File: config.mk
export PLATFORM = sky130hd
export DESIGN_NAME = rwc_irq_bank_flat
export DESIGN_NICKNAME = d
export VERILOG_FILES = /design/src/rtl/rwc_irq_pkg.sv /design/src/rtl/rwc_irq_bank_if.sv /design/src/rtl/rwc_irq_word.sv /design/src/rtl/rwc_irq_bank.sv /design/src/flat_wrapper.sv
export SDC_FILE = /design/constraint.sdc
export NUM_CORES = 1
export LEC_CHECK = 0
export ABC_AREA = 1
export CAP_MARGIN = 20
export CORE_ASPECT_RATIO = 0.7
export CORE_MARGIN = 10
export CORE_UTILIZATION = 57
export DETAILED_ROUTE_END_ITERATION = 8
export PLACE_DENSITY_LB_ADDON = 0.25
export SETUP_SLACK_MARGIN = 0.15
export SKIP_LAST_GASP = 1
export SLEW_MARGIN = 25
export SYNTH_ARGS = -nofsm -noshare
export SYNTH_HDL_FRONTEND = slang
export SYNTH_SLANG_ARGS = --single-unit
File: constraint.sdc
create_clock -name i_clk -period 2.1 [get_ports i_clk]
set_clock_uncertainty 0.2 [all_clocks]
set_input_delay 0.21 -clock i_clk [delete_from_list [all_inputs] [get_ports i_clk]]
set_output_delay 0.21 -clock i_clk [all_outputs]
set_load 0.005 [all_outputs]
File: src/rtl/rwc_irq_pkg.sv
// Shared constants and address helper for the RW1C interrupt status bank.
// Each register region (status, mask, overflow) is NUM_REG words wide.
package rwc_irq_pkg;

   localparam int STS_OFS = 0;
   localparam int MSK_OFS = 1;
   localparam int OVF_OFS = 2;

   function automatic logic addr_hit(input logic [31:0] addr,
                                     input logic [31:0] base,
                                     input logic [31:0] idx);
      return addr == (base + idx);
   endfunction

endpackage

File: src/rtl/rwc_irq_bank_if.sv
// CPU register bus for the interrupt status bank.
// Strobe semantics: a write or read completes in the single cycle its strobe is high;
// there is no ready/backpressure, and o_rdata is combinational and valid while i_ren is high.
interface rwc_irq_bank_if #(
   parameter int DW = 8,
   parameter int AW = 8
);
   logic          i_wen;
   logic          i_ren;
   logic          i_test_mode_status;
   logic          i_cfg_mode_status;
   logic [AW-1:0] i_addr;
   logic [DW-1:0] i_wdata;
   logic [DW-1:0] o_rdata;

   modport master (
      output i_wen, i_ren, i_test_mode_status, i_cfg_mode_status, i_addr, i_wdata,
      input  o_rdata
   );

   modport slave (
      input  i_wen, i_ren, i_test_mode_status, i_cfg_mode_status, i_addr, i_wdata,
      output o_rdata
   );
endinterface

File: src/rtl/rwc_irq_word.sv
// One status word: edge history, RW1C status, RW mask, RW1C overflow and its pending bit.
// Hardware sets always win over a same-cycle CPU clear so no event is lost.
module rwc_irq_word #(
   parameter int            DW           = 8,
   parameter logic [DW-1:0] DEFAULT_MASK = '1,
   parameter logic          EVT_EDGE     = 1'b1
) (
   input  logic          i_clk,
   input  logic          i_rst_n,
   input  logic [DW-1:0] i_evt,
   input  logic [DW-1:0] i_wdata,
   input  logic          i_sts_we,
   input  logic          i_msk_we,
   input  logic          i_ovf_we,
   output logic [DW-1:0] o_sts,
   output logic [DW-1:0] o_msk,
   output logic [DW-1:0] o_ovf,
   output logic          o_pend,
   output logic          o_pend_nxt
);

   logic [DW-1:0] evt_d;
   logic [DW-1:0] evt;
   logic [DW-1:0] sts_clr;
   logic [DW-1:0] ovf_clr;
   logic [DW-1:0] sts_nxt;
   logic [DW-1:0] ovf_nxt;
   logic [DW-1:0] msk_nxt;

   assign evt     = EVT_EDGE ? (i_evt & ~evt_d) : i_evt;
   assign sts_clr = i_sts_we ? i_wdata : '0;
   assign ovf_clr = i_ovf_we ? i_wdata : '0;

   // Overflow only counts an event that lands on a bit still pending after this cycle's clear.
   assign sts_nxt = evt | (o_sts & ~sts_clr);
   assign ovf_nxt = (evt & o_sts & ~sts_clr) | (o_ovf & ~ovf_clr);
   assign msk_nxt = i_msk_we ? i_wdata : o_msk;

   assign o_pend_nxt = |(sts_nxt & ~msk_nxt);

   always_ff @(posedge i_clk or negedge i_rst_n) begin
      if (!i_rst_n) begin
         evt_d  <= '0;
         o_sts  <= '0;
         o_msk  <= DEFAULT_MASK;
         o_ovf  <= '0;
         o_pend <= 1'b0;
      end else begin
         evt_d  <= i_evt;
         o_sts  <= sts_nxt;
         o_msk  <= msk_nxt;
         o_ovf  <= ovf_nxt;
         o_pend <= o_pend_nxt;
      end
   end

endmodule

File: src/rtl/rwc_irq_bank.sv
// Bank of NUM_REG RW1C status words with masks, overflow capture and one registered interrupt.
// Handles address decode, test/cfg mode gating, the read mux and the interrupt OR.
module rwc_irq_bank
   import rwc_irq_pkg::*;
#(
   parameter int            DW                   = 8,
   parameter int            AW                   = 8,
   parameter int            NUM_REG              = 4,
   parameter logic [AW-1:0] BASE_ADDR            = 8'h40,
   parameter logic [DW-1:0] DEFAULT_MASK         = '1,
   parameter logic          EVT_EDGE             = 1'b1,
   parameter logic          SUPPORT_TEST_MODE_WR = 1'b1,
   parameter logic          SUPPORT_TEST_MODE_RD = 1'b1,
   parameter logic          SUPPORT_CFG_MODE_WR  = 1'b1,
   parameter logic          SUPPORT_CFG_MODE_RD  = 1'b1
) (
   input  logic                  i_clk,
   input  logic                  i_rst_n,
   rwc_irq_bank_if.slave         bus,
   input  logic [NUM_REG*DW-1:0] i_lgc_evt,
   output logic [NUM_REG-1:0]    o_irq_vec,
   output logic                  o_irq
);

   logic [31:0]        addr_ext;
   logic               wr_ok;
   logic               rd_ok;
   logic [NUM_REG-1:0] hit_s;
   logic [NUM_REG-1:0] hit_m;
   logic [NUM_REG-1:0] hit_o;
   logic [NUM_REG-1:0] pend_nxt;
   logic               wen;
   logic               ren;
   logic [DW-1:0]      sts [NUM_REG];
   logic [DW-1:0]      msk [NUM_REG];
   logic [DW-1:0]      ovf [NUM_REG];

   assign addr_ext = 32'(bus.i_addr);
   assign wr_ok = (bus.i_test_mode_status & SUPPORT_TEST_MODE_WR) |
                  (bus.i_cfg_mode_status  & SUPPORT_CFG_MODE_WR);
   assign rd_ok = (bus.i_test_mode_status & SUPPORT_TEST_MODE_RD) |
                  (bus.i_cfg_mode_status  & SUPPORT_CFG_MODE_RD);
   assign wen = bus.i_wen & wr_ok & (|{hit_s, hit_m, hit_o});
   assign ren = bus.i_ren & rd_ok & (|{hit_s, hit_m, hit_o});

   for (genvar k = 0; k < NUM_REG; k++) begin : g_word
      assign hit_s[k] = addr_hit(addr_ext, 32'(BASE_ADDR), 32'(STS_OFS * NUM_REG + k));
      assign hit_m[k] = addr_hit(addr_ext, 32'(BASE_ADDR), 32'(MSK_OFS * NUM_REG + k));
      assign hit_o[k] = addr_hit(addr_ext, 32'(BASE_ADDR), 32'(OVF_OFS * NUM_REG + k));

      rwc_irq_word #(
         .DW           (DW),
         .DEFAULT_MASK (DEFAULT_MASK),
         .EVT_EDGE     (EVT_EDGE)
      ) u_word (
         .i_clk      (i_clk),
         .i_rst_n    (i_rst_n),
         .i_evt      (i_lgc_evt[k*DW +: DW]),
         .i_wdata    (bus.i_wdata),
         .i_sts_we   (wen & hit_s[k]),
         .i_msk_we   (wen & hit_m[k]),
         .i_ovf_we   (wen & hit_o[k]),
         .o_sts      (sts[k]),
         .o_msk      (msk[k]),
         .o_ovf      (ovf[k]),
         .o_pend     (o_irq_vec[k]),
         .o_pend_nxt (pend_nxt[k])
      );
   end

   always_comb begin
      bus.o_rdata = '0;
      if (ren) begin
         for (int k = 0; k < NUM_REG; k++) begin
            if (hit_s[k]) bus.o_rdata = sts[k];
            if (hit_m[k]) bus.o_rdata = msk[k];
            if (hit_o[k]) bus.o_rdata = ovf[k];
         end
      end
   end

   // Built from next-state pending so o_irq lines up with o_irq_vec on the same edge.
   always_ff @(posedge i_clk or negedge i_rst_n) begin
      if (!i_rst_n) o_irq <= 1'b0;
      else          o_irq <= |pend_nxt;
   end

endmodule

File: src/flat_wrapper.sv
// flat-port wrapper written by rule: the top's interface ports become plain ports
module rwc_irq_bank_flat import rwc_irq_pkg::*;
#(
   parameter int            DW                   = 8,
   parameter int            AW                   = 8,
   parameter int            NUM_REG              = 4,
   parameter logic [AW-1:0] BASE_ADDR            = 8'h40,
   parameter logic [DW-1:0] DEFAULT_MASK         = '1,
   parameter logic          EVT_EDGE             = 1'b1,
   parameter logic          SUPPORT_TEST_MODE_WR = 1'b1,
   parameter logic          SUPPORT_TEST_MODE_RD = 1'b1,
   parameter logic          SUPPORT_CFG_MODE_WR  = 1'b1,
   parameter logic          SUPPORT_CFG_MODE_RD  = 1'b1
)
  (i_clk, i_rst_n, i_lgc_evt, o_irq_vec, o_irq, bus_i_wen, bus_i_ren, bus_i_test_mode_status, bus_i_cfg_mode_status, bus_i_addr, bus_i_wdata, bus_o_rdata);
  rwc_irq_bank_if #(.DW(DW), .AW(AW)) bus_i ();
  input  logic i_clk;
  input  logic i_rst_n;
  input  logic [NUM_REG*DW-1:0] i_lgc_evt;
  output logic [NUM_REG-1:0] o_irq_vec;
  output logic o_irq;
  input wire logic [$bits(bus_i.i_wen)-1:0] bus_i_wen;
  input wire logic [$bits(bus_i.i_ren)-1:0] bus_i_ren;
  input wire logic [$bits(bus_i.i_test_mode_status)-1:0] bus_i_test_mode_status;
  input wire logic [$bits(bus_i.i_cfg_mode_status)-1:0] bus_i_cfg_mode_status;
  input wire logic [$bits(bus_i.i_addr)-1:0] bus_i_addr;
  input wire logic [$bits(bus_i.i_wdata)-1:0] bus_i_wdata;
  output wire logic [$bits(bus_i.o_rdata)-1:0] bus_o_rdata;
  assign bus_i.i_wen = bus_i_wen;
  assign bus_i.i_ren = bus_i_ren;
  assign bus_i.i_test_mode_status = bus_i_test_mode_status;
  assign bus_i.i_cfg_mode_status = bus_i_cfg_mode_status;
  assign bus_i.i_addr = bus_i_addr;
  assign bus_i.i_wdata = bus_i_wdata;
  assign bus_o_rdata = bus_i.o_rdata;
  rwc_irq_bank #(.DW(DW), .AW(AW), .NUM_REG(NUM_REG), .BASE_ADDR(BASE_ADDR), .DEFAULT_MASK(DEFAULT_MASK), .EVT_EDGE(EVT_EDGE), .SUPPORT_TEST_MODE_WR(SUPPORT_TEST_MODE_WR), .SUPPORT_TEST_MODE_RD(SUPPORT_TEST_MODE_RD), .SUPPORT_CFG_MODE_WR(SUPPORT_CFG_MODE_WR), .SUPPORT_CFG_MODE_RD(SUPPORT_CFG_MODE_RD)) u_core (.i_clk(i_clk), .i_rst_n(i_rst_n), .bus(bus_i), .i_lgc_evt(i_lgc_evt), .o_irq_vec(o_irq_vec), .o_irq(o_irq));
endmodule
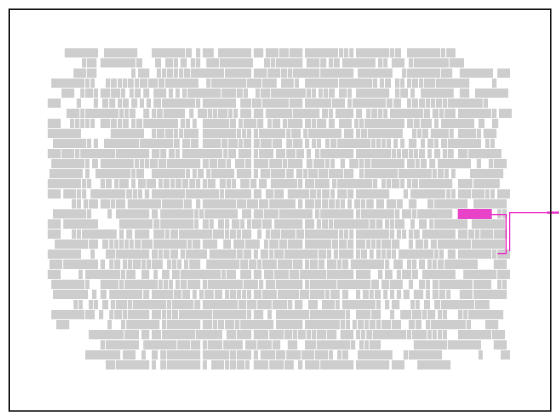
(port wiring)
Magenta marks o_irq, bits 1, direction output, end cells 1, wire 37.9 um.

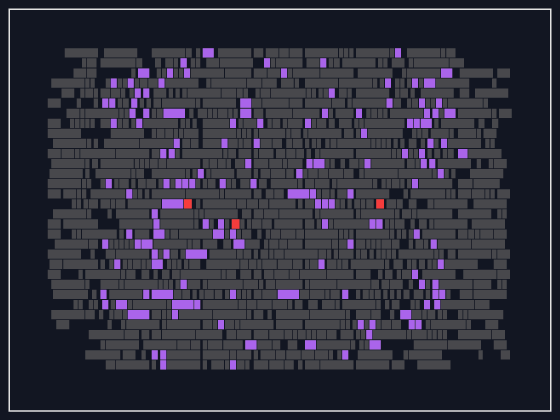
(selected gate families)
Red marks AND and OR gates, cells 3, most used or2_2. Purple marks inverting AOI/OAI gates, cells 139, most used o21ai_0.

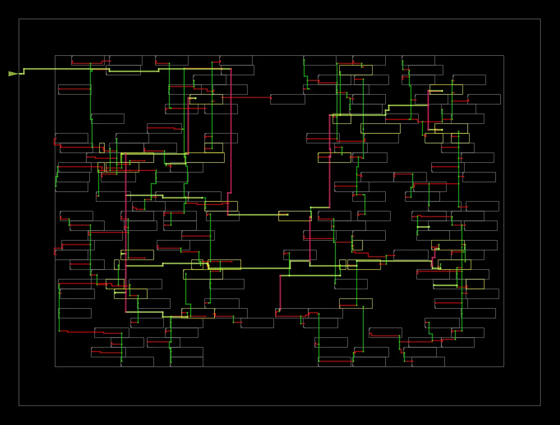
(clock wiring as the flow saved it)
CTS Buf Count: 17
clock buffers: 25

==> run_results.csv <==
group,metric,value,unit
global_route,busiest_layer,"met2",
synth,synth_cell_types,25,
sta,setup_viol,13,
place,port_buffers,66,
power,clockPowerShare,51.0,%
synth,ys_cells,813,
place,gp_congestion,0.8873,
synth,ys_top_logic_family,"simple AND/OR/NAND/NOR gates",
routing,wl_met3,3159,um
routing,drtPass1Iterations,9,
synth,yosys.stat.seqShare,53.23,%
critical_path,arrival,1930,ps
routing,route.met2.wl,11310,um
synth,yosysTopAreaCell,"dfrtp_1",
power,p_int,0.004854,W
synth,top_cell,"nand2_1",
sta,setup_slack,-239.9,ps
power,p_comb,0.000455,W
outcome,violations,"negative setup slack",
synth,ys_sh_simple,24.86,%
synth,async_flop_share,100.0,%
power,power,0.006264,W
final_layout,antenna_cells,0,
routing,drtIter0Drc,1259,
clocking,cts.sinks,133,
hold_path,hold_path.class,"input port to flop",
final_layout,finalNetCount,1056,
floorplan,row_count,32,
clocking,root_buffer,"clkbuf_16",
clocking,clk_path_buf_depth,2,
floorplan,die-area,0.01578,sq mm
global_route,antenna_found_initial,0,
synth,synthMuxAreaShare,0,%
critical_path,worstSetupPathType,"input port to output pin",
clocking,clkLatencyLatePin,440,ps
global_route,use_met1,31.70,%
final_layout,utilization,86.06,%
critical_path,cp_num_buf_inv,4,
critical_path,rr_endpoint,"u_core.o_irq",
synth,synthCells,813,
floorplan,fp.dieH,108.2,um
job,maxCapViolations,0,
power,leakage,4.479,nW
routing,wl,25130,um
routing,wl_per_cell,21.51,um
critical_path,crit_end,"bus_o_rdata[6]",
sta,slew_headroom,61.71,%
sta,timing.final.crit_share,111.4,%
critical_path,cp.depth,15,
power,powerClk,0.00319,W
place,dp_cells,1094,
place,placedInstanceArea,0.007709,sq mm
synth,ys_chip_area,0.006327,sq mm
final_layout,fin_cells,1168,
synth,ys_sh_aoi,11.09,%
power,p_sw_share,22.51,%
critical_path,reg2reg_depth,9,
global_route,met2_usage,42.42,%
power,seq_power_share,41.8,%
sta,slew_viol_final,0,
synth,adder_share,0,%
routing,drc,0,
critical_path,critPathTopFamily,"simple AND/OR/NAND/NOR gates",
power,power_switching,0.001410,W
global_route,grt_usage,25.92,%
clocking,cts_tree,"yes",
synth,yosys_warnings,0,
synth,edf_count,0,
routing,postRouteAntennaNets,0,
place,hpwl,13870,um
synth,top_cells_by_count,"266 x nand2_1, 147 x inv_1, 118 x o21ai_0",
critical_path,crit_slowest_cell,"buf_4",
synth,synth_area,0.006327,sq mm
job,warnings,29,
critical_path,cp_max_fo,4,
synth,yosysTopAreaCellShare,39.94,%
global_route,first_global_vias,6388,
critical_path,r2r_slack,250,ps
power,seq_power,0.00262,W
floorplan,core,0.01093,sq mm
synth,ff_type,"dfrtp_1",
final_layout,area_growth,48.67,%
outcome,outcome,"finished, violations left",
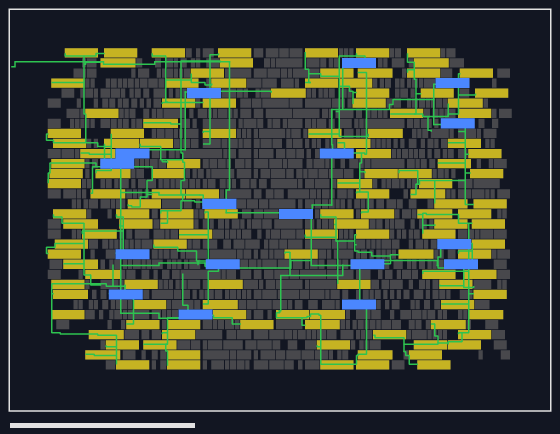
(clock network drawn from the DEF)
Bar = 50 um.
Green marks clock wires, length 1770 um. Yellow marks flip-flops, count 133. Blue marks clock drivers, count 17.
There are 18 routed clock nets.

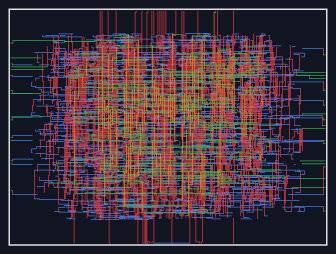
(signal wires by layer)
Orange marks metal 4, wire length 1860 um. Red marks metal 2, wire length 11300 um. Blue marks metal 1, wire length 8800 um. Green marks metal 3, wire length 3160 um.

layout by cell type (no fill, tap or decap), types with 2 or more instances in the layout:
cell type and instances:
o21ai_1 24, buf_4 90, nand2_1 219, clkbuf_16 18
nand2_4 9, nor2_2 12, dfstp_2 32, inv_4 8
nor2_1 28, nand3_1 22, inv_6 3, a21oi_2 4
o21ai_2 15, buf_12 13, or2_2 3, nand4_1 15
buf_2 9, buf_6 20, clkbuf_8 6, nor2_4 16
inv_2 7, bufinv_16 3, o21ai_4 8, clkinvlp_4 2
nand3_2 4, clkbuf_1 2, nand2_8 9, o21ai_0 86
inv_1 131, nand2_2 37, clkdlybuf4s50_1 49, clkinv_2 2
dfrtp_1 101
layout make-up:
type	count	area, sq um
flip-flops and latches	133	3368
multi-input cells	516	2867
repair buffers	184	1747
fillers	543	1524
inverters	150	601.8
clock buffers	25	515.5
well taps	153	191.4
clock inverters	7	116.4
timing repair:
item / in CTS / in global routing
buffers inserted: 23 / 16
gates resized: 193 / 115
endpoints found under the hold margin: 36 / 0
endpoints found under the setup margin: 47 / 22
pin swaps: 51 / 69
hold buffers: 1 / 0
cloned: 1 / 1
worst min path at each step:
| stage | from | end | depth (start not counted) |
|---|---|---|---|
| 2_1_floorplan | i_rst_n | u_core.g_word[0].u_word.evt_d[0] | 0 |
| 3_3_place_gp | i_rst_n | u_core.g_word[0].u_word.evt_d[2] | 1 |
| 3_5_place_dp | i_rst_n | u_core.g_word[0].u_word.evt_d[2] | 1 |
| 4_1_cts | i_lgc_evt[22] | u_core.g_word[2].u_word.evt_d[6] | 1 |
| 5_1_grt | i_lgc_evt[27] | u_core.g_word[3].u_word.evt_d[3] | 1 |
| 6_report | i_lgc_evt[28] | u_core.g_word[3].u_word.evt_d[4] | 1 |
Power is estimated from default activity; no workload was simulated.
